`src/rtl/seg7_to_bcd_capture.sv`:
```
// Seven-segment display snooper: watches a multiplexed, active-low segment bus and its one-hot
// digit strobe, waits for the pattern to stay put for STABLE_CYCLES edges, then decodes it
// into a BCD code for the strobed digit.
// Optional build macro SEG7_ERR_COUNT_EN adds an 8-bit saturating errCount output.
module seg7_to_bcd_capture #(
  parameter int unsigned NUM_DIGITS    = 4,
  parameter int unsigned STABLE_CYCLES = 3
) (
  input  logic                    clk,
  input  logic                    rst,
  input  logic [6:0]              n7Segs,
  input  logic [NUM_DIGITS-1:0]   digitSel,
  output logic [4*NUM_DIGITS-1:0] BCD,
  output logic [NUM_DIGITS-1:0]   valid,
  output logic                    update,
`ifdef SEG7_ERR_COUNT_EN
  output logic [7:0]              errCount,
`endif
  output logic                    errFlag
);

  localparam int unsigned SampleW   = NUM_DIGITS + 7;
  localparam logic [3:0]  StableCnt = 4'(STABLE_CYCLES);

  typedef enum logic [1:0] {
    StEmpty,
    StCount,
    StHeld
  } state_e;

  state_e                  state_q, state_d;
  logic [SampleW-1:0]      sample_q, sample_d;
  logic [3:0]              run_q, run_d;
  logic [4*NUM_DIGITS-1:0] bcd_q, bcd_d;
  logic [NUM_DIGITS-1:0]   valid_q, valid_d;
  logic                    update_q, update_d;
  logic                    err_q, err_d;

  logic [SampleW-1:0] cur_sample;
  logic               same;
  logic               stable_hit;
  logic               sel_onehot;
  logic               capture;
  logic [3:0]         dec_code;
  logic               dec_num;
  logic               dec_blank;
  logic               dec_illegal;

  assign cur_sample = {digitSel, n7Segs};
  assign same       = (cur_sample == sample_q);

  // Digit strobe must name exactly one digit for a capture to be meaningful.
  always_comb begin
    logic [3:0] ones;
    ones = 4'd0;
    for (int unsigned i = 0; i < NUM_DIGITS; i++) begin
      ones = ones + {3'b000, digitSel[i]};
    end
    sel_onehot = (ones == 4'd1);
  end

  // Active-low pattern {g,f,e,d,c,b,a} to numeral; blank is legal, anything else illegal.
  always_comb begin
    dec_code    = 4'hF;
    dec_num     = 1'b1;
    dec_blank   = 1'b0;
    dec_illegal = 1'b0;
    case (n7Segs)
      7'b1000000: dec_code = 4'd0;
      7'b1111001: dec_code = 4'd1;
      7'b0100100: dec_code = 4'd2;
      7'b0110000: dec_code = 4'd3;
      7'b0011001: dec_code = 4'd4;
      7'b0010010: dec_code = 4'd5;
      7'b0000010: dec_code = 4'd6;
      7'b1111000: dec_code = 4'd7;
      7'b0000000: dec_code = 4'd8;
      7'b0010000: dec_code = 4'd9;
      7'b1111111: begin
        dec_num   = 1'b0;
        dec_blank = 1'b1;
      end
      default: begin
        dec_num     = 1'b0;
        dec_illegal = 1'b1;
      end
    endcase
  end

  // Stability tracker: run counts consecutive identical samples, saturating at STABLE_CYCLES.
  always_comb begin
    state_d    = state_q;
    sample_d   = cur_sample;
    run_d      = run_q;
    stable_hit = 1'b0;
    unique case (state_q)
      StEmpty: begin
        run_d = 4'd1;
      end
      StCount: begin
        if (same) begin
          run_d = (run_q < StableCnt) ? run_q + 4'd1 : run_q;
        end else begin
          run_d = 4'd1;
        end
      end
      StHeld: begin
        run_d = same ? run_q : 4'd1;
      end
      default: begin
        run_d = 4'd1;
      end
    endcase
    // A pattern already captured while in StHeld is not captured again.
    if (run_d == StableCnt && !(state_q == StHeld && same)) begin
      stable_hit = 1'b1;
      state_d    = StHeld;
    end else if (state_q == StHeld && same) begin
      state_d = StHeld;
    end else begin
      state_d = StCount;
    end
  end

  // Stability still advances the FSM for a bad strobe, but nothing is written.
  assign capture = stable_hit && sel_onehot;

  // Write the decoded value into the strobed digit only.
  always_comb begin
    bcd_d    = bcd_q;
    valid_d  = valid_q;
    err_d    = err_q;
    update_d = capture;
    if (capture) begin
      for (int unsigned i = 0; i < NUM_DIGITS; i++) begin
        if (digitSel[i]) begin
          if (dec_num) begin
            bcd_d[4*i +: 4] = dec_code;
            valid_d[i]      = 1'b1;
          end else if (dec_blank) begin
            bcd_d[4*i +: 4] = 4'hF;
            valid_d[i]      = 1'b0;
          end
        end
      end
      if (dec_illegal) begin
        err_d = 1'b1;
      end
    end
  end

  // State and output registers with synchronous reset.
  always_ff @(posedge clk) begin
    if (rst) begin
      state_q  <= StEmpty;
      sample_q <= '0;
      run_q    <= 4'd0;
      bcd_q    <= '1;
      valid_q  <= '0;
      update_q <= 1'b0;
      err_q    <= 1'b0;
    end else begin
      state_q  <= state_d;
      sample_q <= sample_d;
      run_q    <= run_d;
      bcd_q    <= bcd_d;
      valid_q  <= valid_d;
      update_q <= update_d;
      err_q    <= err_d;
    end
  end

`ifdef SEG7_ERR_COUNT_EN
  logic [7:0] errcnt_q, errcnt_d;

  // Count illegal captures, sticking at 255.
  always_comb begin
    errcnt_d = errcnt_q;
    if (capture && dec_illegal && errcnt_q != 8'hFF) begin
      errcnt_d = errcnt_q + 8'd1;
    end
  end

  // Error counter register, cleared only by reset.
  always_ff @(posedge clk) begin
    if (rst) begin
      errcnt_q <= 8'd0;
    end else begin
      errcnt_q <= errcnt_d;
    end
  end

  assign errCount = errcnt_q;
`endif

  assign BCD     = bcd_q;
  assign valid   = valid_q;
  assign update  = update_q;
  assign errFlag = err_q;

endmodule

```
`config.mk`:
```
export PLATFORM = sky130hd
export DESIGN_NAME = seg7_to_bcd_capture
export DESIGN_NICKNAME = d
export VERILOG_FILES = /design/src/rtl/seg7_to_bcd_capture.sv
export SDC_FILE = /design/constraint.sdc
export NUM_CORES = 1
export LEC_CHECK = 0
export ABC_CLOCK_PERIOD_IN_PS = 4130
export CORE_AREA = 2 2 68 70
export DETAILED_ROUTE_END_ITERATION = 7
export DIE_AREA = 0 0 70 72
export DONT_BUFFER_PORTS = 1
export PLACE_DENSITY = 0.67
export SLEW_MARGIN = 40
export SYNTH_ARGS = -nofsm -noshare
export SYNTH_HDL_FRONTEND = slang
export SYNTH_SLANG_ARGS = --single-unit
```
`constraint.sdc`:
```
create_clock -name clk -period 4.13 [get_ports clk]
set_clock_uncertainty 0.15 [all_clocks]
set_input_delay 1.239 -clock clk [delete_from_list [all_inputs] [get_ports clk]]
set_output_delay 1.239 -clock clk [all_outputs]
set_load 0.01 [all_outputs]
```
Figure 1. Drive-strength map (run 1).
Drawn at 4 px/um.
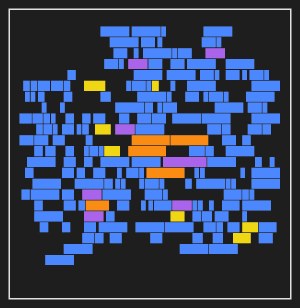
colour	size	cells
purple	_6 and larger	7
yellow	_2 cells	7
orange	_3 and _4 cells	5
blue	_0 and _1 cells	180
final instance area: 2110 um2
Synth-to-Final Area Change: 6.18%
final worst slack: 791 ps
Non-CTS buffers: 0

Figure 2. Routing congestion map (run 1).
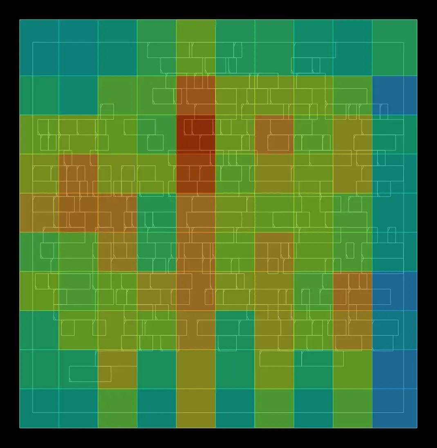
GRT Total Usage: 15.6%
final core utilization: 49.4%
met3 Track Usage GR: 4.17%
met2 Use GR: 23.5%
routed length per instance: 15.0 um

Figure 3. A small window of the routed layout (run 1).
Region (5, 42) to (30, 67) um. Cells in grey, sequential cells in the stronger grey; small squares are vias.
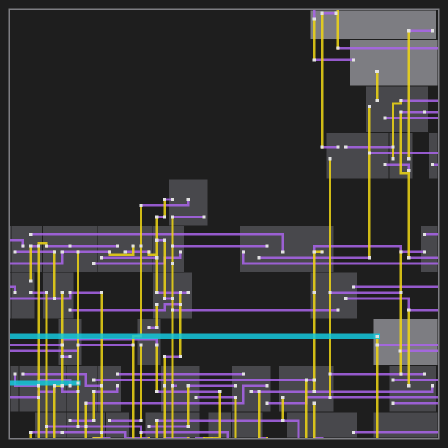
colour	layer
cyan	metal 3
purple	metal 1
yellow	metal 2
netlist names of flops here include	BCD (2), valid (1)
most frequent	nor2_1 (5), dfxtp_1 (3), nand2_1 (3)
cells with their middle in the window	34
sequential cells in the window	3

Figure 4. The metal 1 layer (run 1).
Drawn at 6 px/um.
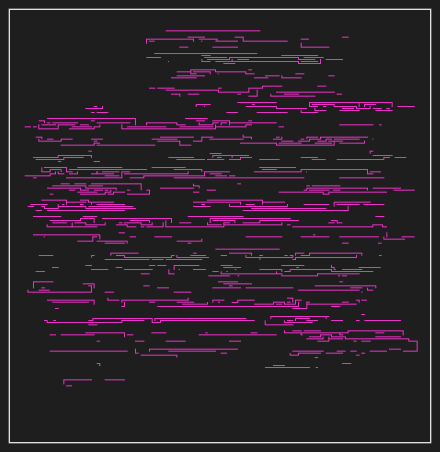
share of all routed wire	50%
longest straight run	23.5 um
wire length on this layer	1,870 um

==> results.sh, run 1 <==
# flow metrics
export IMPL_die_area_um2=5040
export IMPL_synth_flops=39
export IMPL_grt_start_max_net_pins=43
export IMPL_layout_drive_gt1_share_pct=9.55
export IMPL_drt_iter0_drc=56
export IMPL_hold_worst_slack_ps=334
export IMPL_ioPinCount=35
export IMPL_place_hpwl_um=2730
export IMPL_dpl_cell_area_um2=1990
export IMPL_async_reset_ff_share_pct=0
export IMPL_finalSetupViolCount=0
export IMPL_overflow=0
export IMPL_clkLatencyLatePin_ps=290
export IMPL_drv_cap=0
export IMPL_dieHeight_um=72
export IMPL_criticalPathCategory="input pin to flip-flop"
export IMPL_timing_rr_end="BCD[3]"
export IMPL_ctsResizeCount=0
export IMPL_path_max_fanout=6
export IMPL_end_kind="flip-flop"
export IMPL_highest_layer="met4"
export IMPL_most_common_layout_cells="dfxtp_1 (39), nor2_1 (30), mux2i_1 (21)"
export IMPL_nMultiInputCombCells=144
export IMPL_synth_top_cell_area_share_pct=39.3
export IMPL_warnings=27
export IMPL_comb_area_share_pct=52.9
export IMPL_flop_count=39
export IMPL_fa_ha_area_share_pct=4.16
export IMPL_firstDrtPassIters=4
export IMPL_cts_root_buf="clkbuf_8"
export IMPL_ff_latch_area_um2=781
export IMPL_dieWidth_um=70
export IMPL_top_cell="dfxtp_1"
export IMPL_yosysCellCount=203
export IMPL_aoi_share_pct=12.7
export IMPL_drc_errors=0
export IMPL_clk_power_uw=323
export IMPL_period_needed_ps=3340
export IMPL_ys_sh_simple_pct=22.3
export IMPL_first_global_vias=1273
export IMPL_swShare_pct=20.3
export IMPL_powerSeq_uw=386
export IMPL_maxSlewHeadroom_pct=60.3
export IMPL_met3_length_um=156
export IMPL_clkPwrFrac_pct=42.7
export IMPL_m1WireLength_um=1870
export IMPL_synth_xor_area_share_pct=5.74
export IMPL_synthDistinctLibCells=46
export IMPL_power_frac_seq_pct=51.0
export IMPL_ys_seq_share_pct=39.3
export IMPL_ir_worst_vdd_v=0.000238
export IMPL_antenna_found_initial=0
export IMPL_crit_cells=9
export IMPL_routed_wl_um=3760
export IMPL_enable_flop_cells=0
export IMPL_syn_area_um2=1980
export IMPL_largest_register_ffs=16
export IMPL_signal_buffer_area_fraction_pct=0
export IMPL_seq_area_share_pct=37.1
export IMPL_yosys_area_um2=1980
export IMPL_hold_path_class="flip-flop to flip-flop"
export IMPL_stdcell_count=251
export IMPL_tightest_slew_ps=593
export IMPL_clkbuf_count=6
export IMPL_drtAntennaViolNets=0
export IMPL_cp_start_kind="input pin"
export IMPL_cts_sinks=39
export IMPL_fin_crit_sh_pct=80.8
export IMPL_num_vias=1338
export IMPL_crit_arrival_ps=3340
export IMPL_cp_slowest_cell="fa_1"
export IMPL_yosys_area_top_type="dfxtp_1"
export IMPL_comb_power_uw=48.1
export IMPL_pwr_share_comb_pct=6.3
export IMPL_path_delay_family="adder cells"
export IMPL_numCtsBuffers=5
export IMPL_viasPerCell=5.33
export IMPL_p_per_area_nw_per_um2=360
export IMPL_postCtsSetupBuffers=0
export IMPL_numPortBuffers=0
export IMPL_htree_levels=2
export IMPL_rsz0062_at_grt="no"
export IMPL_clkCellAreaFrac_pct=5.58
export IMPL_holdCritStartpoint="errFlag"
export IMPL_r2r_setup_slack_ps=1410
export IMPL_crit_path_end="BCD[3]"
export IMPL_avgSynthCellArea_um2=9.78
export IMPL_yosys_top_cells_count="dfxtp_1 (39), nor2_1 (30), mux2i_1 (21)"
export IMPL_setup_tns_ps=0
export IMPL_nets=217
export IMPL_timing_rr_start="state_q[0]"
export IMPL_dp_slack_ps=504
export IMPL_area_leaders="dfxtp_1 (39%), mux2i_1 (11%), nor2_1 (5.7%)"
export IMPL_path_buffers=2
export IMPL_hold_path_depth=2
export IMPL_grt_busiest_layer="met2"
export IMPL_synthCells=203
export IMPL_coreArea_um2=4260
export IMPL_cp_required_ps=4140
export IMPL_dominant_cells="combinational gates"
export IMPL_fillCellCount=414
export IMPL_power_switching_uw=154
export IMPL_n_all_inverters=8
export IMPL_clk_path_buf_depth=2
export IMPL_final_layout_top_logic_cell="dfxtp_1"
export IMPL_p_int_uw=604
export IMPL_slew_violations=0
export IMPL_num_rows=24
export IMPL_antennaDiodeCount=0
export IMPL_taps=52
export IMPL_crit_path_start="digitSel[0]"
export IMPL_path_cells="inv_1 > fa_1 > inv_1 > ha_1 > ha_1 > nor2_1 > and4b_1 > o2111ai_4 > mux2i_1"
export IMPL_dp_cells=243
export IMPL_use_met1_pct=21.7
export IMPL_finalPower_uw=758
export IMPL_p_leak_uw=0.000881
export IMPL_cts_tree="built"
export IMPL_status="complete, no violations"
export IMPL_comb_area_um2=1110
export IMPL_grt_pass1_wl_um=6220
export IMPL_min_delay_worst_endpoint="errFlag"
export IMPL_place_congestion=0.816
export IMPL_mux_area_share_pct=11.2
export IMPL_syn_nets=222
export IMPL_yosys_dominant_comb_family="simple AND/OR/NAND/NOR gates"
export IMPL_r2r_cells=7
export IMPL_yosys_warnings=0
export IMPL_fmax_mhz=299
export IMPL_hold_viol=0
export IMPL_clkSlewWorstSetupHoldPaths_ps=70
export IMPL_postCtsHoldBufs=0
export IMPL_initCoreUtil_pct=46.5
export IMPL_cp_slowest_stage_delay_ps=530
export IMPL_power_leader="sequential cells"
## Run 2: what changed since run 1
ABC_CLOCK_PERIOD_IN_PS = 3500   (was 4130)
clock period = 3.5 ns   (was 4.13 ns; I/O delays follow)
==> results.sh, run 2 <==
# flow metrics
export IMPL_aoi_share_pct=12.7
export IMPL_grt_use_total_pct=16.3
export IMPL_dpl_cell_area_um2=2000
export IMPL_finalPower_uw=905
export IMPL_area_leaders="dfxtp_1 (39%), mux2i_1 (11%), nor2_1 (5.7%)"
export IMPL_dp_slack_ps=247
export IMPL_nMultiInputCombCells=144
export IMPL_most_common_layout_cells="dfxtp_1 (39), nor2_1 (30), mux2i_1 (21)"
export IMPL_m1WireLength_um=1880
export IMPL_mux_area_share_pct=11.2
export IMPL_ys_seq_share_pct=39.3
export IMPL_hold_path_class="flip-flop to flip-flop"
export IMPL_path_max_fanout=6
export IMPL_r2r_cells=8
export IMPL_cp_slowest_stage_delay_ps=530
export IMPL_taps=52
export IMPL_final_layout_top_logic_cell="dfxtp_1"
export IMPL_timing_final_ws_setup_ps=537
export IMPL_drv_cap=0
export IMPL_antenna_found_initial=0
export IMPL_path_buffers=3
export IMPL_htree_levels=2
export IMPL_crit_path_end="BCD[13]"
export IMPL_nets=218
export IMPL_path_delay_family="adder cells"
export IMPL_cts_tree="built"
export IMPL_area_growth_pct=6.75
export IMPL_ff_latch_area_um2=781
export IMPL_maxSlewHeadroom_pct=57.6
export IMPL_p_int_uw=716
export IMPL_finalSetupViolCount=0
export IMPL_synthCells=203
export IMPL_hold_viol=0
export IMPL_postCtsSetupBuffers=0
export IMPL_ir_worst_vdd_v=0.000270
export IMPL_drt_iter0_drc=84
export IMPL_cp_required_ps=3500
export IMPL_power_leader="sequential cells"
export IMPL_timing_rr_start="state_q[0]"
export IMPL_dieWidth_um=70
export IMPL_hold_path_depth=2
export IMPL_place_hpwl_um=2840
export IMPL_rsz0062_at_grt="no"
export IMPL_synth_flops=39
export IMPL_status="complete, no violations"
export IMPL_place_congestion=0.829
export IMPL_p_leak_uw=0.000887
export IMPL_fillCellCount=395
export IMPL_yosys_dominant_comb_family="simple AND/OR/NAND/NOR gates"
export IMPL_flop_count=39
export IMPL_ctsResizeCount=0
export IMPL_cp_slowest_cell="fa_1"
export IMPL_signal_buffer_area_fraction_pct=0.354
export IMPL_drc_errors=0
export IMPL_power_frac_seq_pct=50.3
export IMPL_ys_sh_simple_pct=22.3
export IMPL_crit_cells=10
export IMPL_largest_register_ffs=16
export IMPL_clk_path_buf_depth=2
export IMPL_fmax_mhz=338
export IMPL_yosysCellCount=203
export IMPL_syn_nets=222
export IMPL_fin_crit_sh_pct=84.6
export IMPL_initCoreUtil_pct=46.5
export IMPL_clkPwrFrac_pct=43.2
export IMPL_async_reset_ff_share_pct=0
export IMPL_yosys_top_cells_count="dfxtp_1 (39), nor2_1 (30), mux2i_1 (21)"
export IMPL_yosys_area_top_type="dfxtp_1"
export IMPL_swShare_pct=20.9
export IMPL_cp_start_kind="input pin"
export IMPL_routed_wl_um=3820
export IMPL_synth_top_cell_area_share_pct=39.3
export IMPL_end_kind="flip-flop"
export IMPL_grt_busiest_layer="met2"
export IMPL_overflow=0
export IMPL_use_met2_pct=24.9
export IMPL_yosys_area_um2=1980
export IMPL_drtAntennaViolNets=0
export IMPL_crit_arrival_ps=2960
export IMPL_comb_power_uw=58.3
export IMPL_path_cells="inv_1 > fa_1 > inv_1 > ha_1 > ha_1 > nor2_1 > and4b_1 > buf_4 > o2111ai_4 > mux2i_1"
export IMPL_crit_path_start="digitSel[0]"
export IMPL_dieHeight_um=72
export IMPL_layout_drive_gt1_share_pct=10.0
export IMPL_final_cell_area_um2=2120
export IMPL_highest_layer="met4"
Figure 5. Drive-strength map (run 2).
Drawn at 4 px/um.
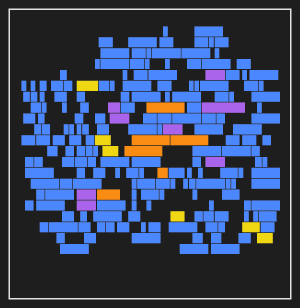
colour	size	cells
orange	_3 and _4 cells	6
blue	_0 and _1 cells	180
purple	_6 and larger	8
yellow	_2 cells	6

